## config.mk

```make
export PLATFORM = sky130hd
export DESIGN_NAME = vram_scheduler
export DESIGN_NICKNAME = d
export VERILOG_FILES = /design/src/rtl/vram_scheduler.sv
export SDC_FILE = /design/constraint.sdc
export NUM_CORES = 1
export LEC_CHECK = 0
export CAP_MARGIN = 20
export CORE_UTILIZATION = 54
export CTS_BUF_LIST = sky130_fd_sc_hd__clkbuf_8
export DETAILED_ROUTE_END_ITERATION = 7
export PLACE_DENSITY = 0.82
export SYNTH_ARGS = -nofsm -noshare
export SYNTH_HDL_FRONTEND = slang
export SYNTH_SLANG_ARGS = --single-unit
```

## constraint.sdc

```tcl
create_clock -name clk -period 2.5 [get_ports clk]
set_input_delay 0.5 -clock clk [delete_from_list [all_inputs] [get_ports clk]]
set_output_delay 0.5 -clock clk [all_outputs]
set_load 0.01 [all_outputs]
```

## src/rtl/vram_scheduler.sv

```systemverilog
// vram_scheduler: shares one single-port VRAM between renderer reads, a screen-clear engine (`VRAM_SCHED_CLEAR_EN) and a console write FIFO.
// Latency: RAM bus registered one cycle after grant; rd_valid/rd_data two cycles after rd_req.
// Backpressure: reads never stall; console pushes into a full FIFO are dropped (wr_full, sticky wr_ovf).

module vram_sched_fifo #(
  parameter int W     = 21,
  parameter int DEPTH = 4
) (
  input  logic         clk,
  input  logic         rstn,
  input  logic         push,
  input  logic [W-1:0] push_dat,
  input  logic         pop,
  output logic [W-1:0] head_dat,
  output logic         empty,
  output logic         full
);
  localparam int AW = (DEPTH > 1) ? $clog2(DEPTH) : 1;

  logic [W-1:0]  mem [DEPTH];
  logic [AW-1:0] wp;
  logic [AW-1:0] rp;
  logic [AW:0]   count;
  logic          do_push;
  logic          do_pop;

  // Full is judged on registered count, so a same-cycle pop never makes room.
  assign full     = (count == (AW+1)'(DEPTH));
  assign empty    = (count == '0);
  assign do_push  = push && !full;
  assign do_pop   = pop && !empty;
  assign head_dat = mem[rp];

  always_ff @(posedge clk or negedge rstn) begin
    if (!rstn) begin
      wp    <= '0;
      rp    <= '0;
      count <= '0;
    end else begin
      if (do_push) wp <= wp + 1'b1;
      if (do_pop)  rp <= rp + 1'b1;
      count <= count + {{AW{1'b0}}, do_push} - {{AW{1'b0}}, do_pop};
    end
  end

  always_ff @(posedge clk) begin
    if (do_push) mem[wp] <= push_dat;
  end
endmodule

module vram_scheduler #(
  parameter int size  = 16,
  parameter int DEPTH = 4
) (
  input  logic        clk,
  input  logic        rstn,
  input  logic        wr_req,
  input  logic [12:0] wr_addr,
  input  logic [7:0]  wr_data,
  output logic        wr_full,
  output logic        wr_ovf,
  input  logic        rd_req,
  input  logic [12:0] rd_addr,
  output logic [7:0]  rd_data,
  output logic        rd_valid,
  input  logic        clr_start,
  output logic        clr_busy,
  output logic [12:0] ram_addr,
  output logic        ram_we,
  output logic [7:0]  ram_wdata,
  input  logic [7:0]  ram_rdata
);
  localparam int          CELLS   = (640 / size) * (480 / size);
  localparam logic [12:0] CELLS13 = 13'(CELLS);
  localparam logic [12:0] LAST    = 13'(CELLS - 1);

  logic [20:0] head;
  logic [12:0] head_addr;
  logic [7:0]  head_data;
  logic        fifo_empty;
  logic        clearing;
  logic [12:0] clr_ptr;
  logic        g_rd;
  logic        g_clr;
  logic        g_pop;
  logic [1:0]  rd_pipe;

  assign head_addr = head[20:8];
  assign head_data = head[7:0];

  vram_sched_fifo #(.W(21), .DEPTH(DEPTH)) u_fifo (
    .clk      (clk),
    .rstn     (rstn),
    .push     (wr_req),
    .push_dat ({wr_addr, wr_data}),
    .pop      (g_pop),
    .head_dat (head),
    .empty    (fifo_empty),
    .full     (wr_full)
  );

`ifdef VRAM_SCHED_CLEAR_EN
  typedef enum logic {IDLE, CLEAR} state_t;
  state_t      state;
  state_t      state_nxt;
  logic [12:0] ptr_nxt;

  always_ff @(posedge clk or negedge rstn) begin
    if (!rstn) begin
      state   <= IDLE;
      clr_ptr <= '0;
    end else begin
      state   <= state_nxt;
      clr_ptr <= ptr_nxt;
    end
  end

  // A read in CLEAR steals the port, so the pointer only moves on cycles the clear owns it.
  always_comb begin
    state_nxt = state;
    ptr_nxt   = clr_ptr;
    case (state)
      IDLE: begin
        if (clr_start) begin
          state_nxt = CLEAR;
          ptr_nxt   = '0;
        end
      end
      CLEAR: begin
        if (!rd_req) begin
          ptr_nxt = clr_ptr + 13'd1;
          if (clr_ptr == LAST) state_nxt = IDLE;
        end
      end
      default: state_nxt = IDLE;
    endcase
  end

  assign clearing = (state == CLEAR);
`else
  logic unused_clr;
  assign unused_clr = clr_start;
  assign clearing   = 1'b0;
  assign clr_ptr    = '0;
`endif

  assign clr_busy = clearing;

  // Pops are held for the whole clear so queued console text lands on the cleared screen.
  always_comb begin
    g_rd  = rd_req;
    g_clr = !rd_req && clearing;
    g_pop = !rd_req && !clearing && !fifo_empty;
  end

  always_ff @(posedge clk or negedge rstn) begin
    if (!rstn) begin
      ram_addr  <= '0;
      ram_we    <= 1'b0;
      ram_wdata <= '0;
      rd_pipe   <= '0;
      wr_ovf    <= 1'b0;
    end else begin
      ram_we  <= 1'b0;
      if (g_rd) begin
        ram_addr <= rd_addr;
      end else if (g_clr) begin
        ram_addr  <= clr_ptr;
        ram_wdata <= 8'h00;
        ram_we    <= 1'b1;
      end else if (g_pop) begin
        ram_addr  <= head_addr;
        ram_wdata <= head_data;
        ram_we    <= (head_addr < CELLS13);
      end
      rd_pipe <= {rd_pipe[0], g_rd};
      if (wr_req && wr_full) wr_ovf <= 1'b1;
    end
  end

  assign rd_valid = rd_pipe[1];
  assign rd_data  = rd_pipe[1] ? ram_rdata : 8'h00;
endmodule

```

Fig. 1: power grid
The bar under the picture is 20 um long. Pins as bars on the die edge. Tap cells in gray.
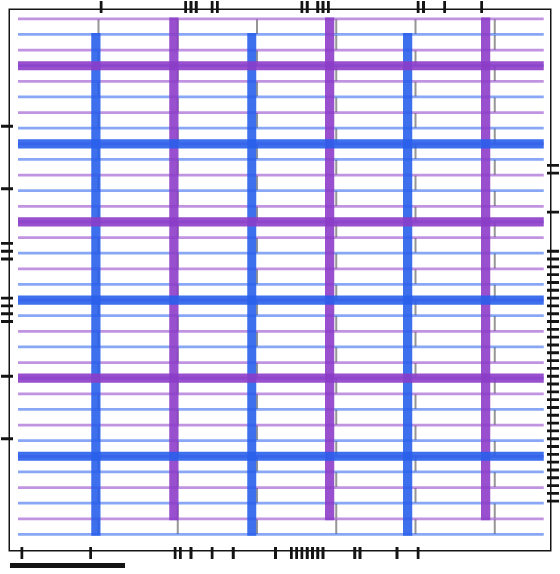
net	color
VSS	blue
VDD	purple
rows	33
signal pins	81

Fig. 2: cell classes on the final placement
The bar under the picture is 20 um long.
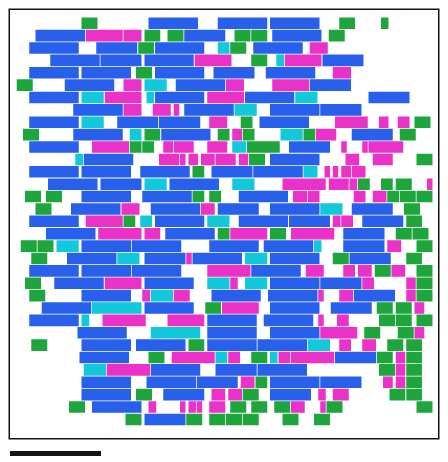
class	color	cells	share of their area
remaining logic cells	magenta	103	20%
clock drivers and dummy loads	cyan	32	6.7%
registers	blue	116	58%
remaining buffers and delay cells	green	94	16%

==> changes_impl.md <==
### Implementation results

- Tot Pwr: around 6.5 mW
- Depth of the CTS H-tree: 4
- Setup crit end: wr_full
- Die Y: 94.0 um
- R2R Setup Slk: between 0.3 and 0.4 ns
- Register Area: 3320 um2
- Inverters: 6
- Antenna cell count: 0
- Most common cell in the netlist: edfxtp_1
- Clock Latency Late Sink: between 0.4 and 0.5 ns
- Startpoint types: flip-flop
- Non-clock buffering overhead: 0.154
- Antenna violations before repair: 0
- PnR worst setup slack: around 0.27 ns
- Xor/xnor share: 0.00958
- Vias/cell: 5.46
- Vias in the first global route: 2525
- First-pass GRT wire length: 12.5 mm
- CP arrival: between 1.5 and 2 ns
- Outcome: finished, final reports clean
- Post-CTS Setup Bufs: 0
- CTS tree: yes
- Setup crit start: u_fifo.count[1]
- Nets: 386
- Top FF cell, synth: edfxtp_1
- Core ar.: 8220 um2
- Non-CTS buffers: approximately 94
- Hold-fix buffers at CTS: 0
- Routed length on met3: 413 um
- PortBufs: 78
- List of most frequent post-synthesis cells: edfxtp_1 (84), dfrtp_1 (32), mux4_2 (13)
- Worst path depth: 2
- Crit. End Element: output pin
- Pre-CTS setup slack: between 0.1 and 0.15 ns
- Period Utilization, post-route: 0.894
- Synth warn: 0
- Most Crowded Layer GR: met2
- Fill count: 529
- Critical R2R Launch: u_fifo.count[2]
- Layout Cells excl Fill: 450
- Tap cells: 105
- Area delta synth->final: 29.2%
- Top cells, area: edfxtp_1 (55%), dfrtp_1 (18%), mux4_2 (6.4%)
- CTS sink count: roughly 120
- Dominant logic cell type in the layout: edfxtp_1
- Ao+oa area frac: 0.0430
- Top cell area share: 0.552
- Internal Power: 4.63 mW
- CTS Buf Count: 17
- Worst VDD drop: between 0.4 and 0.5 mV
- Flop count: 116
- Library cells used by synthesis: 32
- Final core occ: 0.719
- Max-area cell class: sequential cells
- CTS Root Cell: clkbuf_8
- Die Wd: 94.0 um
- Regs by FF count: u_fifo.mem: 84 flops, ram_addr: 13 flops, ram_wdata: 8 flops
- Hold_ws: 0.151 ns
- Leakage: 2.21 nW
- EDFF count, synth: 84
- Floorplan Nets: between 200 and 300
- Synth flops: approximately 120
- Routed Antenna Nets: 0
- Multi-input combinational area share: 0.193
- CTS-repair resized insts: 0
- DR WL met2: between 4 and 5 mm
- Seq power: 2.89 mW
- Final WL: 7.98 mm
- R2R cell count: 9
- Comb gates: 97
- Area fraction in mux cells: 0.141
- Biggest register: u_fifo.mem
- CP Data Required Time: about 2 ns
- Top Consumer: registers
- TNS Setup: 0 ns
- GP Congestion: 0.707
- Critical-path top delay cell: clkdlybuf4s50_1
- Reg2reg end: u_fifo.count[2]
- Share of cells above drive strength 1: 0.217
- Worst-margin pin slew: 0.768 ns
- DRC: 0
- Max incr delay on CP: 0.58 ns
- Longest Clk Path Bufs: 2
- Top layer in use: met4
- Setup CP Type: flip-flop to output pin
- Yosys adder share: 0.0208
- Flop share of the area: 0.562
- Row count: 33
- Pre-Place Util: 0.557
- Die Area: 8840 um2
- Final Hold Viols: 0
- Seq/Total Area, Yosys: 0.727
- Clock power frac: 0.250
- RSZ-0062 raised after global routing: false
- Comb area: approximately 1100 um2
- Part of the power in registers: 0.447
- Power Dens Cells: 1090 nW/um2
- Routed length per placed instance: between 15 and 20 um
- Routed vias: 2458
- Worst-path cell chain: nor3b_2 -> clkdlybuf4s50_1
- Leading area contributor after synthesis: edfxtp_1
- Layout clock area frac: 0.0652
- Cell count in the Yosys report: 231
- Met1 usage: 0.242
- Top Layout Cells: edfxtp_1 (84), clkdlybuf4s50_1 (77), dfrtp_1 (32)
- Placed cells: 418
- FFs w/ async S/R, synth: 0.276
- Fmax: ~450 MHz
- Clock buf count: 18
- Comb group: 1.96 mW
- Layout Skew: around 0.0063 ns
- GRT met3 Usage: 0.0542
- Post-route cell area: 5910 um2
- Delay-heaviest family, CP: buffers and inverters
- Drt pass-1 iters: 4
- Rel. slew slack: 0.488
Fig. 3: clock distribution
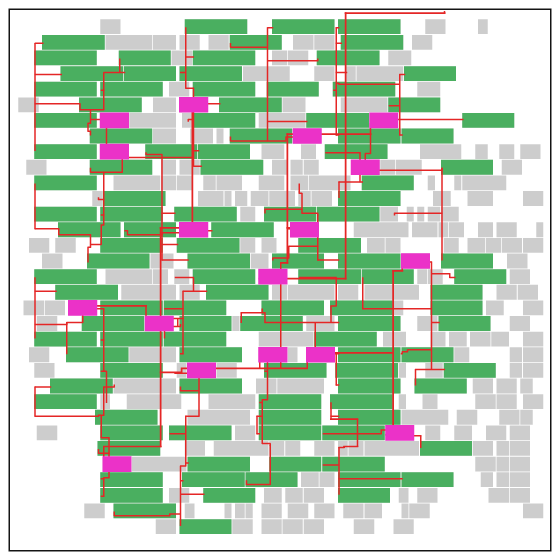
[flip-flops] green | count: 116
[clock-net drivers] magenta | count: 17
[clock wires] red | length: 1150 um
flops lie	widely spread
routed clock nets	18

Fig. 4: signal wires by layer
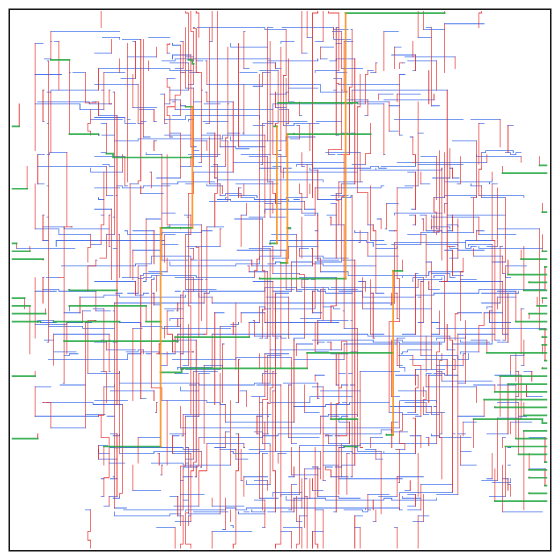
layer	color	wire length
M2	red	4110 um
M1	blue	3270 um
M3	green	414 um
M4	orange	177 um

Power figures rest on the tool's default switching activity, not on a simulated workload.
